**config.mk**
```make
export PLATFORM = sky130hd
export DESIGN_NAME = alu_cmd_sequencer
export DESIGN_NICKNAME = d
export VERILOG_FILES = /design/src/rtl/alu_cmd_sequencer.sv
export SDC_FILE = /design/constraint.sdc
export NUM_CORES = 1
export LEC_CHECK = 0
export CAP_MARGIN = 15
export CORE_MARGIN = 4
export CORE_UTILIZATION = 54
export DETAILED_ROUTE_END_ITERATION = 8
export PLACE_DENSITY = 0.78
export SLEW_MARGIN = 25
export SYNTH_ARGS = -nofsm -noshare
export SYNTH_HDL_FRONTEND = slang
export SYNTH_SLANG_ARGS = --single-unit
```
**constraint.sdc**
```tcl
create_clock -name clk -period 3.9 [get_ports clk]
set_input_delay 0.39 -clock clk [delete_from_list [all_inputs] [get_ports clk]]
set_output_delay 0.39 -clock clk [all_outputs]
set_load 0.02 [all_outputs]
```
**src/rtl/alu_cmd_sequencer.sv**
```systemverilog
// Queues ALU commands in a small FIFO and sequences each through the ALU:
// issue, one wait cycle for the registered result, then a held response.
module alu_cmd_sequencer #(
    parameter int DEPTH = 4
) (
    input  logic                     clk,
    input  logic                     reset,
    input  logic                     cmd_valid,
    output logic                     cmd_ready,
    input  logic [3:0]               cmd_opcode,
    input  logic [31:0]              cmd_a,
    input  logic [31:0]              cmd_b,
    output logic [3:0]               alu_opcode,
    output logic [31:0]              alu_a,
    output logic [31:0]              alu_b,
    input  logic [31:0]              alu_c,
    input  logic                     alu_err,
    output logic                     rsp_valid,
    input  logic                     rsp_ready,
    output logic [31:0]              rsp_data,
    output logic                     rsp_err,
    output logic                     rsp_dz,
    output logic [$clog2(DEPTH):0]   count,
    output logic                     busy
);

    localparam int AW = $clog2(DEPTH);
    localparam int CW = AW + 1;
    localparam int DATA_W = 32;
    localparam logic [3:0] OP_HOLD = 4'd0;
    localparam logic [3:0] OP_ADD  = 4'd1;
    localparam logic [3:0] OP_DIV  = 4'd4;
    localparam logic [3:0] OP_REM  = 4'd5;

    typedef enum logic [1:0] {IDLE, ISSUE, WAIT, RESP} state_t;

    function automatic logic is_div_by_zero(input logic [3:0] op, input logic [DATA_W-1:0] a);
        return ((op == OP_DIV) || (op == OP_REM)) && (a == '0);
    endfunction

    state_t              state_q, state_d;
    logic [3:0]          mem_op [DEPTH];
    logic [DATA_W-1:0]   mem_a  [DEPTH];
    logic [DATA_W-1:0]   mem_b  [DEPTH];
    logic [AW-1:0]       wr_ptr_q, rd_ptr_q;
    logic [CW-1:0]       count_q, count_d;
    logic                full, empty, push, pop;
    logic [3:0]          head_op;
    logic [DATA_W-1:0]   head_a, head_b;
    logic                head_dz;
    logic [3:0]          op_q;
    logic                dz_q;
    logic [3:0]          alu_opcode_q;
    logic [DATA_W-1:0]   alu_a_q, alu_b_q;
    logic [DATA_W-1:0]   rsp_data_q;
    logic                rsp_err_q, rsp_dz_q;

    assign full      = (count_q == CW'(DEPTH));
    assign empty     = (count_q == '0);
    assign cmd_ready = !full;
    assign push      = cmd_valid && !full;

    assign head_op = mem_op[rd_ptr_q];
    assign head_a  = mem_a[rd_ptr_q];
    assign head_b  = mem_b[rd_ptr_q];
    assign head_dz = is_div_by_zero(head_op, head_a);

    always_comb begin
        count_d = count_q;
        if (push && !pop) begin
            count_d = count_q + CW'(1);
        end else if (!push && pop) begin
            count_d = count_q - CW'(1);
        end
    end

    always_ff @(posedge clk) begin
        if (reset) begin
            wr_ptr_q <= '0;
            rd_ptr_q <= '0;
            count_q  <= '0;
        end else begin
            if (push) wr_ptr_q <= wr_ptr_q + AW'(1);
            if (pop)  rd_ptr_q <= rd_ptr_q + AW'(1);
            count_q <= count_d;
        end
    end

    // Storage carries no reset; occupancy and pointers define what is valid.
    always_ff @(posedge clk) begin
        if (push && !reset) begin
            mem_op[wr_ptr_q] <= cmd_opcode;
            mem_a[wr_ptr_q]  <= cmd_a;
            mem_b[wr_ptr_q]  <= cmd_b;
        end
    end

    always_comb begin
        state_d = state_q;
        pop     = 1'b0;
        case (state_q)
            IDLE: begin
                if (!empty) begin
                    pop     = 1'b1;
                    state_d = ISSUE;
                end
            end
            ISSUE: state_d = WAIT;
            WAIT:  state_d = RESP;
            RESP: begin
                if (rsp_ready) begin
                    if (!empty) begin
                        pop     = 1'b1;
                        state_d = ISSUE;
                    end else begin
                        state_d = IDLE;
                    end
                end
            end
            default: state_d = IDLE;
        endcase
    end

    always_ff @(posedge clk) begin
        if (reset) begin
            state_q <= IDLE;
        end else begin
            state_q <= state_d;
        end
    end

    // A zero divisor issues a hold so the ALU accumulator is left untouched.
    always_ff @(posedge clk) begin
        if (reset) begin
            op_q         <= OP_HOLD;
            dz_q         <= 1'b0;
            alu_opcode_q <= OP_HOLD;
            alu_a_q      <= '0;
            alu_b_q      <= '0;
            rsp_data_q   <= '0;
            rsp_err_q    <= 1'b0;
            rsp_dz_q     <= 1'b0;
        end else begin
            alu_opcode_q <= OP_HOLD;
            if (pop) begin
                op_q         <= head_op;
                dz_q         <= head_dz;
                alu_opcode_q <= head_dz ? OP_HOLD : head_op;
                alu_a_q      <= head_a;
                alu_b_q      <= head_b;
            end
            if (state_q == WAIT) begin
                rsp_data_q <= dz_q ? '1 : alu_c;
                rsp_err_q  <= alu_err && (op_q == OP_ADD) && !dz_q;
                rsp_dz_q   <= dz_q;
            end
        end
    end

    assign alu_opcode = alu_opcode_q;
    assign alu_a      = alu_a_q;
    assign alu_b      = alu_b_q;
    assign rsp_valid  = (state_q == RESP);
    assign rsp_data   = rsp_data_q;
    assign rsp_err    = rsp_err_q;
    assign rsp_dz     = rsp_dz_q;
    assign count      = count_q;
    assign busy       = (state_q != IDLE);

endmodule

```
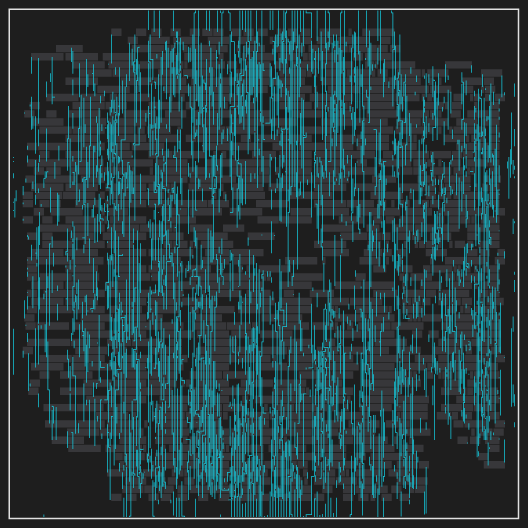
(met2 routing)
(3 px per µm)
The layer holds 51% of the routed length. The longest straight run is 81.3 µm.
final routed wirelength across all metal layers: 30800 µm
via count: 8105
fraction of met2 tracks used by global routing: 37.0%

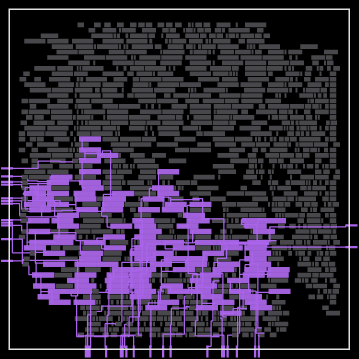
(wires at chosen ports, followed through buffers)
(2 px per µm)
Key: purple = cmd_a [direction input, end cells 128, buffers 32, wire 2300 µm]
tally of buffers added on design ports: 212
I/O pin count: 213

==> Flow_metrics.wiki <==
=== Physical design figures ===
{| class="wikitable"
! Metric !! Value
|-
| Area of placed instances || 16500 µm²
|-
| WHS || 0.385 ns
|-
| Outcome || finished, final reports clean
|-
| Busiest layer in global routing || met2
|-
| Met2 routed wirelength || ~16000 µm
|-
| Final Net Count || approximately 1200
|-
| Root buffer cell || sky130_fd_sc_hd__clkbuf_16
|-
| End point of the most critical hold path || rsp_data[31]
|-
| Critical R2R Capture || alu_opcode[2]
|-
| Initial antenna violation count || 1
|-
| Post-Synth Simple-Gate Area || ~6.2%
|-
| Standard-cell row count || 58
|-
| FP Core Util || a little under three fifths
|-
| Total of warnings raised by yosys || 0
|-
| Complex-gate fraction of the synthesized area || roughly 4.4%
|-
| Minimum clock period after layout || 2.79 ns
|-
| Most used DFF post-synth || sky130_fd_sc_hd__edfxtp_1
|-
| Crit path largest cell delay || just over 0.6 ns
|-
| Total count of hold-check failures in the final report || 0
|-
| Setup clock skew after layout || approximately 0.017 ns
|-
| Clock tree from TritonCTS || built
|-
| Clock insertion delay at the later pin of the skew report || between 0.5 and 0.6 ns
|-
| Biggest combinational cell group after synthesis || multiplexers
|-
| Die outline area || ~29000 µm²
|-
| Post-synthesis cell type with the largest instance count || sky130_fd_sc_hd__edfxtp_1
|-
| Number of pins exceeding their max-slew limit in the final report || 0
|-
| Overflow left after global routing || 0
|-
| Area of the core || 25400 µm²
|-
| Adder Area Share || less than 1%
|-
| Maximum level of the CTS H-tree || 2
|-
| Max Fclk || 358 MHz
|-
| Met1 WL || approximately 12000 µm
|-
| Power of the sequential group || 5.46 mW
|}
==> state kept, by name, summed over array words and instances, names as in the netlist, 3 cells and up, named ones only <==
name	count
alu_opcode	4
alu_b	32
rsp_data	32
mem_op	16
mem_a	128
alu_a	32
op_q	4
mem_b	128
count	3
==> worst reg2reg max path: cells and delay by family (launching register included) <==
kind,cells,cell delay (ns)
AOI/OAI and AO/OA,1,0.30
buffers and inverters,1,0.48
DFF,1,0.62
muxes,1,0.60
and+or+nand+nor,3,0.67
==> cell usage in the layout, fill, tap and decap left out, types with 2 or more instances in the layout <==
| cell | netlist | layout |
|---|---|---|
| sky130_fd_sc_hd__edfxtp_1 | 272 | 272 |
| sky130_fd_sc_hd__clkdlybuf4s50_1 | 0 | 211 |
| sky130_fd_sc_hd__nand2_1 | 141 | 141 |
| sky130_fd_sc_hd__dfxtp_1 | 118 | 115 |
| sky130_fd_sc_hd__a21oi_1 | 74 | 74 |
| sky130_fd_sc_hd__mux4_2 | 55 | 55 |
| sky130_fd_sc_hd__nor2_1 | 47 | 47 |
| sky130_fd_sc_hd__clkbuf_16 | 0 | 42 |
| sky130_fd_sc_hd__o22ai_1 | 32 | 32 |
| sky130_fd_sc_hd__mux4_1 | 13 | 13 |
| sky130_fd_sc_hd__clkbuf_1 | 38 | 13 |
| sky130_fd_sc_hd__inv_1 | 9 | 9 |
| sky130_fd_sc_hd__buf_4 | 0 | 9 |
| sky130_fd_sc_hd__nor4_1 | 8 | 8 |
| sky130_fd_sc_hd__ha_1 | 8 | 8 |
| sky130_fd_sc_hd__clkinv_1 | 0 | 5 |
| sky130_fd_sc_hd__and2_4 | 0 | 4 |
| sky130_fd_sc_hd__clkbuf_8 | 0 | 4 |
| sky130_fd_sc_hd__buf_12 | 1 | 4 |
| sky130_fd_sc_hd__mux2i_1 | 3 | 3 |
| sky130_fd_sc_hd__xor2_1 | 3 | 3 |
| sky130_fd_sc_hd__clkinv_2 | 0 | 3 |
| sky130_fd_sc_hd__nor3_1 | 3 | 2 |
| sky130_fd_sc_hd__xnor2_1 | 2 | 2 |
| sky130_fd_sc_hd__o21ai_0 | 2 | 2 |
| sky130_fd_sc_hd__nor4b_1 | 2 | 2 |
| sky130_fd_sc_hd__nand3_1 | 2 | 2 |
| sky130_fd_sc_hd__dfxtp_2 | 0 | 2 |
| sky130_fd_sc_hd__bufinv_16 | 0 | 2 |
==> how the worst max path moves through the flow <==
stage	startpoint	to	slack (ns)	cells past startpoint
2_1_floorplan	count[0]	mem_a[0][0]	0.73	5
3_3_place_gp	register	alu_opcode[0]	1.13	6
3_5_place_dp	register	alu_opcode[2]	1.13	6
4_1_cts	register	alu_opcode[2]	1.07	6
5_1_grt	register	alu_opcode[2]	0.83	6
6_report	register	alu_opcode[2]	1.11	6
==> layout make-up <==
cell class              count  area (µm²)  share of cell area (%)
inverters                  10        37.5                   0.211
well taps                 330         413                    2.32
clock inverters            11         101                   0.570
repair buffers            224        2260                    12.7
multi-input cells         411        3270                    18.4
flip-flops and latches    390       10500                    59.2
clock buffers              60        1160                    6.54
==> cell families after synthesis <==
group           Yosys count
simple gates            214
xor+xnor                  5
mux                      71
fa+ha+maj                 9
compound gates          112
buf+inv                  60
flops                   390
Power is estimated from default activity; no workload was simulated.
